`src/rtl/bin_demux_dec_pkg.sv`:
```
// -----------------------------------------------------------------------------
// bin_demux_dec_pkg
//   Shared sink defines and types for the binary-indexed demultiplexer.
//   The `NUM_SINKS, `LOG2_NUM_SINKS and `SINK_DATA_WIDTH macros can be
//   overridden on the tool command line. Their defaults live here, together
//   with the buffer-occupancy encodings.
//   Contents:
//     NUM_SINKS / LOG2_NUM_SINKS / SINK_DATA_WIDTH : default geometry
//     occ_e     : buffer occupancy state (EMPTY / HALF / FULL)
//     sat_inc8  : saturating 8-bit increment used by the drop counter
// -----------------------------------------------------------------------------
`ifndef NUM_SINKS
`define NUM_SINKS 64
`endif
`ifndef LOG2_NUM_SINKS
`define LOG2_NUM_SINKS 6
`endif
`ifndef SINK_DATA_WIDTH
`define SINK_DATA_WIDTH 32
`endif
`ifndef OCC_EMPTY_ENC
`define OCC_EMPTY_ENC 2'd0
`endif
`ifndef OCC_HALF_ENC
`define OCC_HALF_ENC 2'd1
`endif
`ifndef OCC_FULL_ENC
`define OCC_FULL_ENC 2'd2
`endif

package bin_demux_dec_pkg;

  localparam int NUM_SINKS       = `NUM_SINKS;
  localparam int LOG2_NUM_SINKS  = `LOG2_NUM_SINKS;
  localparam int SINK_DATA_WIDTH = `SINK_DATA_WIDTH;

  typedef enum logic [1:0] {
    OCC_EMPTY = `OCC_EMPTY_ENC,
    OCC_HALF  = `OCC_HALF_ENC,
    OCC_FULL  = `OCC_FULL_ENC
  } occ_e;

  // Counter sticks at 255 instead of wrapping to 0.
  function automatic logic [7:0] sat_inc8(input logic [7:0] v);
    return (v == 8'hFF) ? v : v + 8'd1;
  endfunction

endpackage

```
`src/rtl/bin_demux_dec_onehot.sv`:
```
// -----------------------------------------------------------------------------
// bin_dec_onehot
//   Purely combinational index decoder.
//   Ports:
//     idx      : binary sink index
//     onehot   : one bit set at position idx, all-zero when idx is out of range
//     in_range : 1 when idx < N_SINKS
// -----------------------------------------------------------------------------
module bin_dec_onehot
  import bin_demux_dec_pkg::*;
#(
  parameter int N_SINKS = NUM_SINKS,
  parameter int IDX_W   = LOG2_NUM_SINKS
) (
  input  logic [IDX_W-1:0]   idx,
  output logic [N_SINKS-1:0] onehot,
  output logic               in_range
);

  always_comb begin
    onehot   = '0;
    // The index field can encode more values than there are sinks when
    // N_SINKS is not a power of two, so range-check before decoding.
    in_range = ({{(32-IDX_W){1'b0}}, idx} < 32'(N_SINKS));
    if (in_range) begin
      onehot[idx] = 1'b1;
    end
  end

endmodule

```
`src/rtl/bin_demux_dec.sv`:
```
// -----------------------------------------------------------------------------
// bin_demux_dec
//   Routes items from one source to one of N_SINKS sinks, selected by a
//   binary index. A 2-entry in-order buffer decouples the source from the
//   sinks. Out-of-range indices are swallowed, flagged on err_pulse and
//   counted in drop_cnt.
//
//   Handshake semantics: on both sides a transfer happens on a rising clk
//   edge where valid and ready are both 1. A producer holds valid and its
//   payload stable until that edge, and ready never depends combinationally
//   on valid. On the sink side, valid is the one-hot out_valids and
//   sink_readys[i] is the ready of sink i; only the selected bit matters.
//
//   Ports:
//     clk, rst     : clock, asynchronous active-high reset
//     in_valid     : source offers an item
//     in_ready     : buffer can accept (registered, low when FULL)
//     in_idx       : destination sink index
//     in_data      : payload
//     out_valids   : one-hot valid at the head item's sink
//     out_data     : head payload, shared by all sinks
//     sink_readys  : per-sink ready
//     err_pulse    : one-cycle pulse after an out-of-range item is accepted
//     drop_cnt     : saturating count of out-of-range items
// -----------------------------------------------------------------------------
module bin_demux_dec
  import bin_demux_dec_pkg::*;
#(
  parameter int N_SINKS = NUM_SINKS,
  parameter int IDX_W   = LOG2_NUM_SINKS,
  parameter int DATA_W  = SINK_DATA_WIDTH
) (
  input  logic               clk,
  input  logic               rst,
  input  logic               in_valid,
  output logic               in_ready,
  input  logic [IDX_W-1:0]   in_idx,
  input  logic [DATA_W-1:0]  in_data,
  output logic [N_SINKS-1:0] out_valids,
  output logic [DATA_W-1:0]  out_data,
  input  logic [N_SINKS-1:0] sink_readys,
  output logic               err_pulse,
  output logic [7:0]         drop_cnt
);

  // Occupancy state; kept as a named enum register so checkers can bind to it.
  occ_e occ_q;
  occ_e occ_d;

  // Entries store the decoded sink select rather than the binary index, so
  // the head select can be loaded straight into out_valids.
  logic [N_SINKS-1:0] head_sel_q, head_sel_d;
  logic [N_SINKS-1:0] tail_sel_q, tail_sel_d;
  logic [DATA_W-1:0]  head_data_q, head_data_d;
  logic [DATA_W-1:0]  tail_data_q, tail_data_d;

  logic [N_SINKS-1:0] in_sel;
  logic               in_range;
  logic               accept;
  logic               store;
  logic               retire;

  bin_dec_onehot #(
    .N_SINKS (N_SINKS),
    .IDX_W   (IDX_W)
  ) u_in_dec (
    .idx      (in_idx),
    .onehot   (in_sel),
    .in_range (in_range)
  );

  assign accept = in_valid & in_ready;
  // Out-of-range items complete the handshake but never enter the buffer.
  assign store  = accept & in_range;
  // out_valids is zero when EMPTY and carries only the head bit otherwise,
  // so masking with it both detects the retire and ignores unselected sinks.
  assign retire = |(out_valids & sink_readys);

  always_comb begin
    occ_d       = occ_q;
    head_sel_d  = head_sel_q;
    head_data_d = head_data_q;
    tail_sel_d  = tail_sel_q;
    tail_data_d = tail_data_q;
    unique case (occ_q)
      OCC_EMPTY: begin
        if (store) begin
          occ_d       = OCC_HALF;
          head_sel_d  = in_sel;
          head_data_d = in_data;
        end
      end
      OCC_HALF: begin
        if (store && retire) begin
          // Head leaves as the new item arrives: new item becomes head.
          head_sel_d  = in_sel;
          head_data_d = in_data;
        end else if (store) begin
          occ_d       = OCC_FULL;
          tail_sel_d  = in_sel;
          tail_data_d = in_data;
        end else if (retire) begin
          occ_d = OCC_EMPTY;
        end
      end
      OCC_FULL: begin
        // in_ready is low here, so only a retire can happen.
        if (retire) begin
          occ_d       = OCC_HALF;
          head_sel_d  = tail_sel_q;
          head_data_d = tail_data_q;
        end
      end
      default: begin
        occ_d = OCC_EMPTY;
      end
    endcase
  end

  always_ff @(posedge clk or posedge rst) begin
    if (rst) begin
      occ_q       <= OCC_EMPTY;
      head_sel_q  <= '0;
      head_data_q <= '0;
      tail_sel_q  <= '0;
      tail_data_q <= '0;
      in_ready    <= 1'b0;
      out_valids  <= '0;
      out_data    <= '0;
      err_pulse   <= 1'b0;
      drop_cnt    <= 8'd0;
    end else begin
      occ_q       <= occ_d;
      head_sel_q  <= head_sel_d;
      head_data_q <= head_data_d;
      tail_sel_q  <= tail_sel_d;
      tail_data_q <= tail_data_d;
      // Outputs are registered copies of the next state, which gives the
      // one-cycle latency and lets in_ready come purely from flops.
      in_ready    <= (occ_d != OCC_FULL);
      out_valids  <= (occ_d != OCC_EMPTY) ? head_sel_d : '0;
      out_data    <= head_data_d;
      err_pulse   <= accept & ~in_range;
      if (accept && !in_range) begin
        drop_cnt <= sat_inc8(drop_cnt);
      end
    end
  end

endmodule

```
`config.mk`:
```
export PLATFORM = sky130hd
export DESIGN_NAME = bin_demux_dec
export DESIGN_NICKNAME = d
export VERILOG_FILES = /design/src/rtl/bin_demux_dec_pkg.sv /design/src/rtl/bin_demux_dec_onehot.sv /design/src/rtl/bin_demux_dec.sv
export SDC_FILE = /design/constraint.sdc
export NUM_CORES = 1
export LEC_CHECK = 0
export CORE_UTILIZATION = 49
export CTS_CLUSTER_SIZE = 30
export DETAILED_ROUTE_END_ITERATION = 10
export GPL_ROUTABILITY_DRIVEN = 0
export MAX_ROUTING_LAYER = met4
export PLACE_DENSITY = 0.78
export SLEW_MARGIN = 10
export SYNTH_ARGS = -nofsm -noshare
export SYNTH_HDL_FRONTEND = slang
export SYNTH_SLANG_ARGS = --single-unit
export TNS_END_PERCENT = 20
```
`constraint.sdc`:
```
create_clock -name clk -period 8.8 [get_ports clk]
set_input_delay 2.2 -clock clk [delete_from_list [all_inputs] [get_ports clk]]
set_output_delay 2.2 -clock clk [all_outputs]
set_load 0.03 [all_outputs]
```
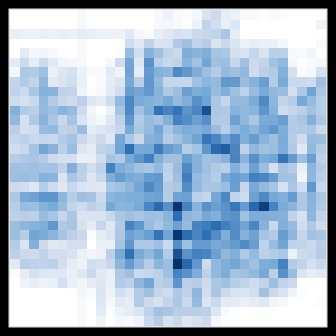
run_1/metal_density.png
33 x 33 tiles, from white (low) to dark blue (high), scaled to the fullest tile. Values are wire area over tile area, all layers added.
mean over tiles: 0.22
emptiest ninth of the die: upper left
densest ninth of the die: centre
fullest tile: 0.74

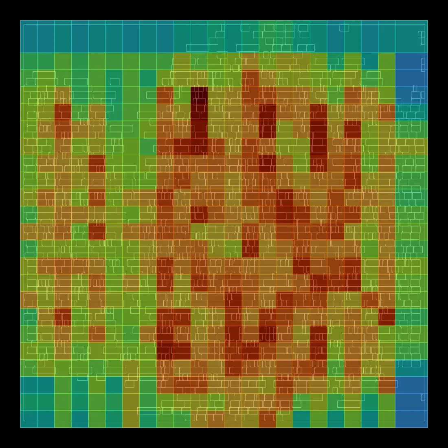
run_1/congestion.png
mean routed wirelength per cell: 20.1 µm
global routing met2 resource utilization: 0.445
gr usage total: 0.277
layer with the highest usage: met2

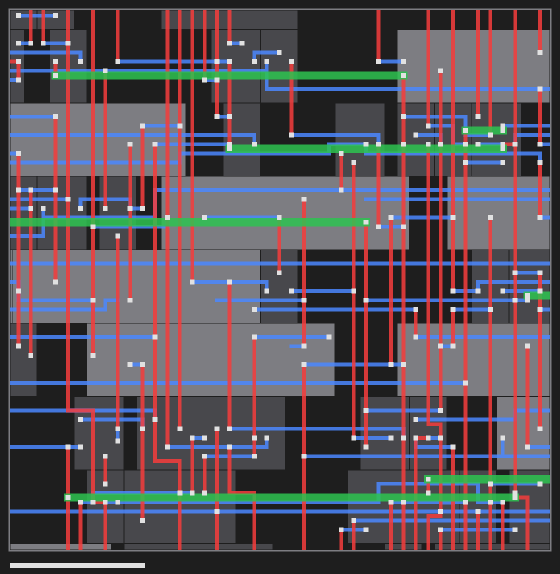
run_1/detail.png
Scale bar: 5 µm. Region (114, 114) to (134, 134) µm. Cells in grey, sequential cells in the stronger grey; small squares are vias.
[green] metal 3
[blue] metal 1
[red] metal 2
sequential cells in the window: 6
netlist names of flops here include: head_sel_q (3), out_valids (2)
most frequent: nand2_1 (8), a21oi_1 (7), dfrtp_1 (6)
cells with their middle in the window: 30

==> run 1: through the flow <==
step                      worst slack (ns)  instance area (µm²)
final                                 2.79                16000
after global routing                  2.62                16000
after floorplan                       3.19                13000
after global placement                2.36                15100
after detailed placement              2.31                15100
after CTS                             2.82                16000
==> run 1: registers in the layout, indices dropped and copies added (netlist names) <==
name         flops
out_valids      64
tail_data_q     32
tail_sel_q      64
in_ready         1
head_sel_q      64
occ_q            2
head_data_q     32
==> run 1: layout by cell type (no fill, tap or decap), types with 4 or more instances in the layout <==
cell,n
nor2_1,90
buf_4,12
mux2_1,12
nand3b_1,6
clkbuf_1,4
a22o_1,8
or2_2,23
conb_1,9
nand3_1,44
dfrtp_1,259
mux2_2,114
or3b_2,4
a21oi_1,106
clkbuf_16,29
clkdlybuf4s50_1,201
clkinv_2,8
nand2_1,314
a221oi_1,10
o31a_1,21
clkbuf_8,7
mux2i_1,21
a221oi_2,39
a22oi_1,16
o41ai_2,19
nor3_1,45
==> run 1: cell type report <==
type                            count  area (µm²)
Multi-Input combinational cell    936        6020
Fill cell                        2110       10000
Clock buffer                       40         837
Sequential cell                   259        6480
Tap cell                          335         419
Clock inverter                     11         130
Timing Repair Buffer              214        2120
Inverter                            2        11.3
==> run 1: metal layers <==
layer / share of wire / vias up / GRT usage
met4: 0.028 / 0 / 0.0951
met2: 0.47 / 509 / 0.445
met5: 0 / - / -
li1: - / 4826 / -
met3: 0.078 / 66 / 0.0414
met1: 0.42 / 5175 / 0.358
==> run 1: Yosys cell counts (all sizes together), types with 2 or more instances <==
cell type,number,area share
a21oi,107,0.041
a221oi,49,0.052
a22o,8,0.0054
a22oi,16,0.0092
and2,2,0.00096
and4,3,0.0020
buf,45,0.026
clkbuf,61,0.018
dfrtp,259,0.50
inv,2,0.00058
mux2,126,0.11
mux2i,21,0.016
nand2,317,0.092
nand2b,2,0.00096
nand3,44,0.017
nand3b,6,0.0035
nand4,3,0.0014
nor2,93,0.028
nor3,45,0.017
o211ai,2,0.0012
o21ai,4,0.0015
o31a,21,0.014
o41ai,21,0.025
or2,23,0.011
or3,2,0.00096
or3b,4,0.0027
==> run 1: power by group through the flow <==
stage	Combinational [mW]	Clock [mW]	Sequential (mW)
CTS	2.05	1.24	1.71
floorplan	1.33	0	1.87
global route	2.18	1.29	1.75
finish	2.05	1.22	1.71
global placement	2.00	0	1.71
detailed placement	2.04	0	1.72
==> run 1: worst paths after layout <==
| kind | cells after the start | startpoint | end | slack, ns |
|---|---|---|---|---|
| max | 9 | sink_readys[12] | out_valids[44] | 2.79 |
| min | 1 | head_data_q[0] | head_data_q[0] | 0.48 |
| max reg2reg | 8 | out_valids[12] | out_valids[44] | 4.44 |
| min reg2reg | 1 | head_data_q[0] | head_data_q[0] | 0.48 |
| max in group asynchronous | 3 | rst | out_valids[43] | 5.76 |
| min in group asynchronous | 3 | rst | tail_data_q[3] | 2.28 |
==> run 1: cells by family (layout without fill, tap and decap cells) <==
family / Yosys count / after routing / synth area share
buf+inv: 108 / 267 / 0.0444
compound gates: 234 / 234 / 0.153
flops: 259 / 259 / 0.499
simple gates: 546 / 546 / 0.178
mux: 147 / 147 / 0.125
other cells: 1 / 9 / 0.000288
==> run notes, run 1 <==
Results of the implementation run.

The run finished with clean final reports. The final clock period utilization by the worst path came out at 0.683. The switching portion of total power comes to 0.386.

The starting utilization of the core area is 0.499. The number of diodes is 0. The maximum fanout along the worst path is about 40. The number of antenna violations at the first check in global routing is 0. The launching element type of the critical path is a primary input.

The part of the Yosys area used for sequential elements is 0.499. The maximum vdd ir drop is 0.000238 V. The clock input transition at the sequential cells of the worst setup and hold paths is about 0.060 ns. Setup repair after global routing left no endpoint under its margin. In this run, synthesis inferred 0 flip-flops with an integrated enable. The tool warning count came out at 28. The later pin in the worst-skew pair is clocked with a latency of around 0.54 ns. The number of placed instances, taps included came out at about 1.7k. The floorplan die width came out at 165 µm. Per the CTS log, the root buffer master is clkbuf_16. The count of cells in the finished layout, fillers not included, comes to between 1.5k and 2k.

The net count reported at finish is ~1.5k. The internal portion of the total power is between 3 and 4 mW. The flip-flop cell with the highest count after synthesis is dfrtp_1. The sequential share of power came out at 0.344. The final-layout setup total negative slack came out at 0 ns. Note that the worst hold path type here is register to register. The number of levels in the clock H-tree is 1.

The area growth from synthesis to layout is 23.2%. The critical path is of the primary input to register type. The number of max-capacitance violations reported is 0. The minimum period implied by the final worst setup slack came out at about 6 ns. Checking max transition, the worst relative margin is 0.244. The synthesized netlist has a Yosys-reported chip area of between 10,000 and 15,000 µm². STA classifies the critical path endpoint as a register.

The power report attributes to the combinational group a share of 0.412. The combined buffer and inverter count along the critical path is 2. The slowest cell on the critical path is a21o_2.

The via count of the first global-routing pass came out at roughly 11k. The number of clock sinks came out at 259. For reference, the critical path cell chain is clkdlybuf4s50_1 -> a22o_1 -> a221oi_1 -> and4_1 -> and4_2 -> buf_4 -> a21o_2 -> nand3_1 -> a21oi_1.

The max-slew violation count came out at 0. The clock arrives with 0.0144 ns of skew. Using the TritonRoute via totals, the vias-per-cell ratio works out to 5.89. After synthesis, the share of flip-flops with an asynchronous set or reset is 1.00. The residual DRC count came out at 0. The total congestion overflow after global routing is 0.

The arrival time reported for the critical path endpoint came out at about 6.5 ns. During placement, the flow inserted port buffers numbering between 200 and 250. The mean post-synth cell area is around 10 µm². The synthesis stat section lists a flop and latch total of 259. The share of post-route cells with drive strength above 1 is 0.187.

The total cells reported by yosys after synthesis came out at 1,295. The share of the core filled with cells in the final layout is 0.615. The family of cells with the greatest summed delay on the critical path is AND-OR/OR-AND gates. The power after layout came out at roughly 5 mW.

The part of the total power dissipated in the clock network is 0.244. Endpoints failing hold in the final report were tallied at 0. TritonCTS built the clock tree. Static timing analysis puts the maximum clock frequency at between 150 and 200 MHz. The detailed-routing iteration count for the pre-antenna-repair pass is 5. The pin slew with the least headroom to its limit came out at 1.13 ns. The detailed router finished its first iteration with roughly 840 violations. Detailed placement ended at an HPWL of around 22,000 µm. The hold-fix buffer count after cts came out at 0. The overall routed net length came out at 36,100 µm. The post-cts sizing count came out at 0. Total power normalized to cell area comes to ~310 nW/µm². The final-report setup violation count came out at 0.

The floorplan core area is 26,100 µm². The chip occupies roughly 27,000 µm². The post-CTS setup buffer count came out at 0.

CTS added clock buffers totalling 28. The total of warnings raised by yosys came out at 0. Before any placement, the netlist area is recorded as approximately 13,000 µm².

The highest cell delay on the worst timing path came out at a little under 0.9 ns. The first global-routing pass estimated roughly 57,000 µm of wire. The data required time at the worst endpoint came out at 9.26 ns.

The net switching power in the latest report is about 1.9 mW. For reference, the placement row count at floorplan is about 60. The number of vias after detailed routing came out at roughly 11k. In the Yosys stats the netlist draws on 48 distinct library cells. The tightest hold path in the finished design has a slack of just under 0.5 ns. The maximum clock path buffer count is 3. The number of top-level pins came out at about 210. The die is approximately 160 µm tall. The cell leakage power came out at between 7 and 8 nW. The largest net degree at the start of global routing came out at 188. In the synthesized netlist, the number of instances is ~1.3k. The number of antenna-violating nets in the routed design came out at 0.
run_1/wires.png
Scale bar: 50 µm. Only two layers are drawn.
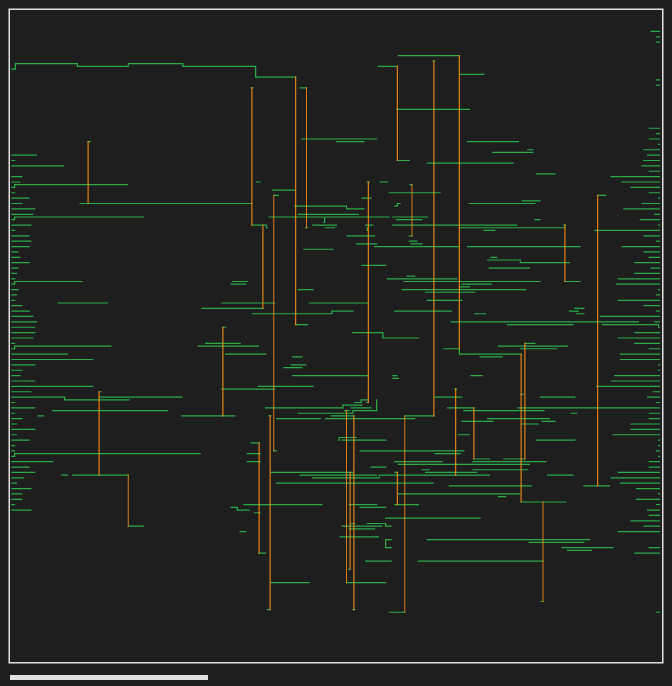

==> run 2: changes to the inputs <==
clock period = 5.41 ns   (was 8.8 ns; I/O delays follow)
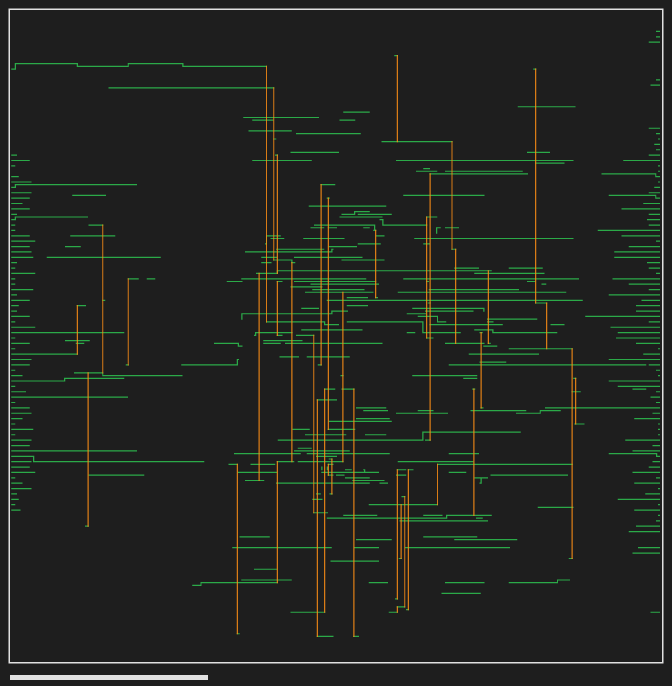
run_2/wires.png
Scale bar: 50 µm. Only two layers are drawn.
[green] metal 3 | wire length: 3,120 µm
[orange] metal 4 | wire length: 1,330 µm
via count: 10.7k
Detailed Route WL: 36,800 µm

==> run notes, run 2 <==
Results of the implementation run.

The flow ran to the end, and the final reports show no timing, DRC or antenna violations. In this run, post-CTS repair resized a total of 0 instances. The number of antenna violations at the first check in global routing is 1.

Setup repair after global routing left no endpoint under its margin. From synthesis to final layout, the design area changed by 24.0%. The area reported by Yosys stat is 13,000 µm². In this run the most critical hold path is launched from tail_sel_q[15]. The floorplan die width is about 160 µm. The number of placement rows is 59.

Counting cells, the worst reg-to-reg path comes to 8. The fmax is between 200 and 250 MHz. The synthesized area came out at 13,000 µm². The data required time at the worst endpoint came out at between 5 and 6 ns.

STA classifies the critical path startpoint as a primary input. For this run, the register share of the synthesized area comes to 0.499. The gate count after technology mapping came out at about 1.3k. The setup check on the worst reg-to-reg path leaves a slack of ~2.0 ns. The number of synthesized flops with an enable pin is 0. The kind of critical path is primary input to register.

For this configuration, the core starts out at a cell density of 0.499. The power per cell area came out at 508 nW/µm². Looking at the clock tree report, the root buffer type is clkbuf_16.

The global routing usage summed across all routing layers is 0.281. The hold violation total from the final report is 0. The CTS buffer count is 28.

The final-report setup violation count came out at 0. The via count of the first global-routing pass came out at 10.6k. The routed layout reports a DRC error count of 0. The maximum fanout along the worst path came out at 35.

The number of levels in the clock H-tree came out at 1. On the final layout, the worst hold slack is approximately 0.48 ns. The post-detailed-placement half-perimeter wirelength came out at approximately 23,000 µm.

The total congestion overflow after global routing is 0. The maximum clock path buffer count came out at 3. Synthesis inferred approximately 260 register bits. The global-route wire length before repair came out at ~57,000 µm. The main area contributors are dfrtp_1 50%, mux2_2 9.9%, nand2_1 9.1%. The CTS tree is done. Yosys instantiated no cell more often than nand2_1. Per the OpenROAD floorplan log, the height of the die is approximately 160 µm. The net count reported at finish is around 1.6k. The number of antenna-violating nets in the routed design is 0. The final-layout setup total negative slack is 0 ns. The most frequent logic cell in the layout is nand2_1. Warnings reported by Yosys during synthesis add up to 0.

The sort of element at the end of the critical path is a register. The average via count per standard cell is 5.94. The worst slew slack as a fraction of its limit is 0.142. The critical path starts at sink_readys[12]. The number of different library cells used by synthesis comes to approximately 48. Per the run summary, max-cap violations total 0. The startpoint identified for the worst register-to-register timing path is out_valids[12].

At the end of the flow the core is filled with cells to 0.619. The pre-CTS setup slack came out at about 0.61 ns. The area fraction of the largest cell type after synthesis is 0.499. Between clock sinks in the finished design, the worst skew comes to 0.0157 ns. The arrival time reported for the critical path endpoint came out at between 4 and 5 ns.

The number of placed instances, taps included came out at 1,754. The detailed-route wire length per cell is a little over 20 µm. The number of input and output port buffers inserted came out at 201.

The logs give a warning total of 28. CTS saw around 260 sinks. The share of flip-flops with an asynchronous set or reset came out at 1.00. The final clock period utilization by the worst path is 0.781.

The end of the worst register-to-register path is out_valids[49]. Each instance of the synthesized netlist takes up on average ~10 µm². The commonest cells after synthesis are 316 x nand2_1, 259 x dfrtp_1, 114 x mux2_2, 106 x a21oi_1, 91 x nor2_1. The flip-flop cell with the highest count after synthesis is dfrtp_1.

Per the final layout report, the fraction of cells sized above drive strength 1 comes to 0.190. The report puts the hold buffer count at CTS at 0. The pin slew with the least headroom to its limit came out at about 1.3 ns.

The cell leakage power is a little over 7 nW. The die area is between 20,000 and 30,000 µm². The synthesized netlist was found by Yosys to have approximately 1.3k cells.

The floorplan core area came out at 26,100 µm².
[run 2: cell families (layout without fill, tap and decap cells)]
kind of cell	count (synthesis)	after routing	share of synthesized area
buffers and inverters	108	274	0.0444
flip-flops	259	259	0.499
other	1	10	0.000288
AND/OR/NAND/NOR	546	546	0.178
multiplexers	147	147	0.125
AND-OR/OR-AND	234	234	0.153
[run 2: routing by layer]
| layer | GRT usage | vias up | part of all wire |
|---|---|---|---|
| met1 | 0.356 | 5228 | 0.41 |
| met4 | 0.113 | 0 | 0.036 |
| met3 | 0.0492 | 93 | 0.085 |
| li1 | - | 4851 | - |
| met2 | 0.449 | 554 | 0.47 |
| met5 | - | - | 0 |
[run 2: worst min-delay path by stage]
stage	end	cells past startpoint
floorplan	tail_sel_q[15]	2
global placement	tail_sel_q[15]	2
detailed placement	tail_sel_q[15]	2
CTS	tail_sel_q[15]	2
global route	tail_sel_q[15]	2
finish	tail_sel_q[15]	2
[run 2: through the flow]
stage	cell area, µm²	power, mW
6_report	16100	8.19
5_1_grt	16100	8.54
4_1_cts	16100	8.19
3_5_place_dp	15100	6.16
3_3_place_gp	15100	6.09
2_1_floorplan	13000	5.21
[run 2: power by group]
part	internal [mW]	switching (mW)
clock	1.23	0.781
combinational	1.37	2.03
sequential	2.44	0.345
[run 2: cell type report]
class / count / area (µm²)
inverter: 2 / 11.3
fill: 2076 / 9940
antenna: 1 / 2.50
clock inverter: 12 / 160
sequential: 259 / 6480
timing repair buffer: 222 / 2220
clock buffer: 38 / 810
tap: 335 / 419
multi-input combinational: 936 / 6020
[run 2: worst max-delay path, cell delays in order]
cell	delay, ns
clkdlybuf4s50_1	0.40
a22o_1	0.20
a221oi_1	0.53
and4_1	0.34
and4_2	0.57
buf_4	0.53
mux2i_1	0.18
o41ai_1	0.38
nor3_1	0.10
Power is estimated from default activity; no workload was simulated.
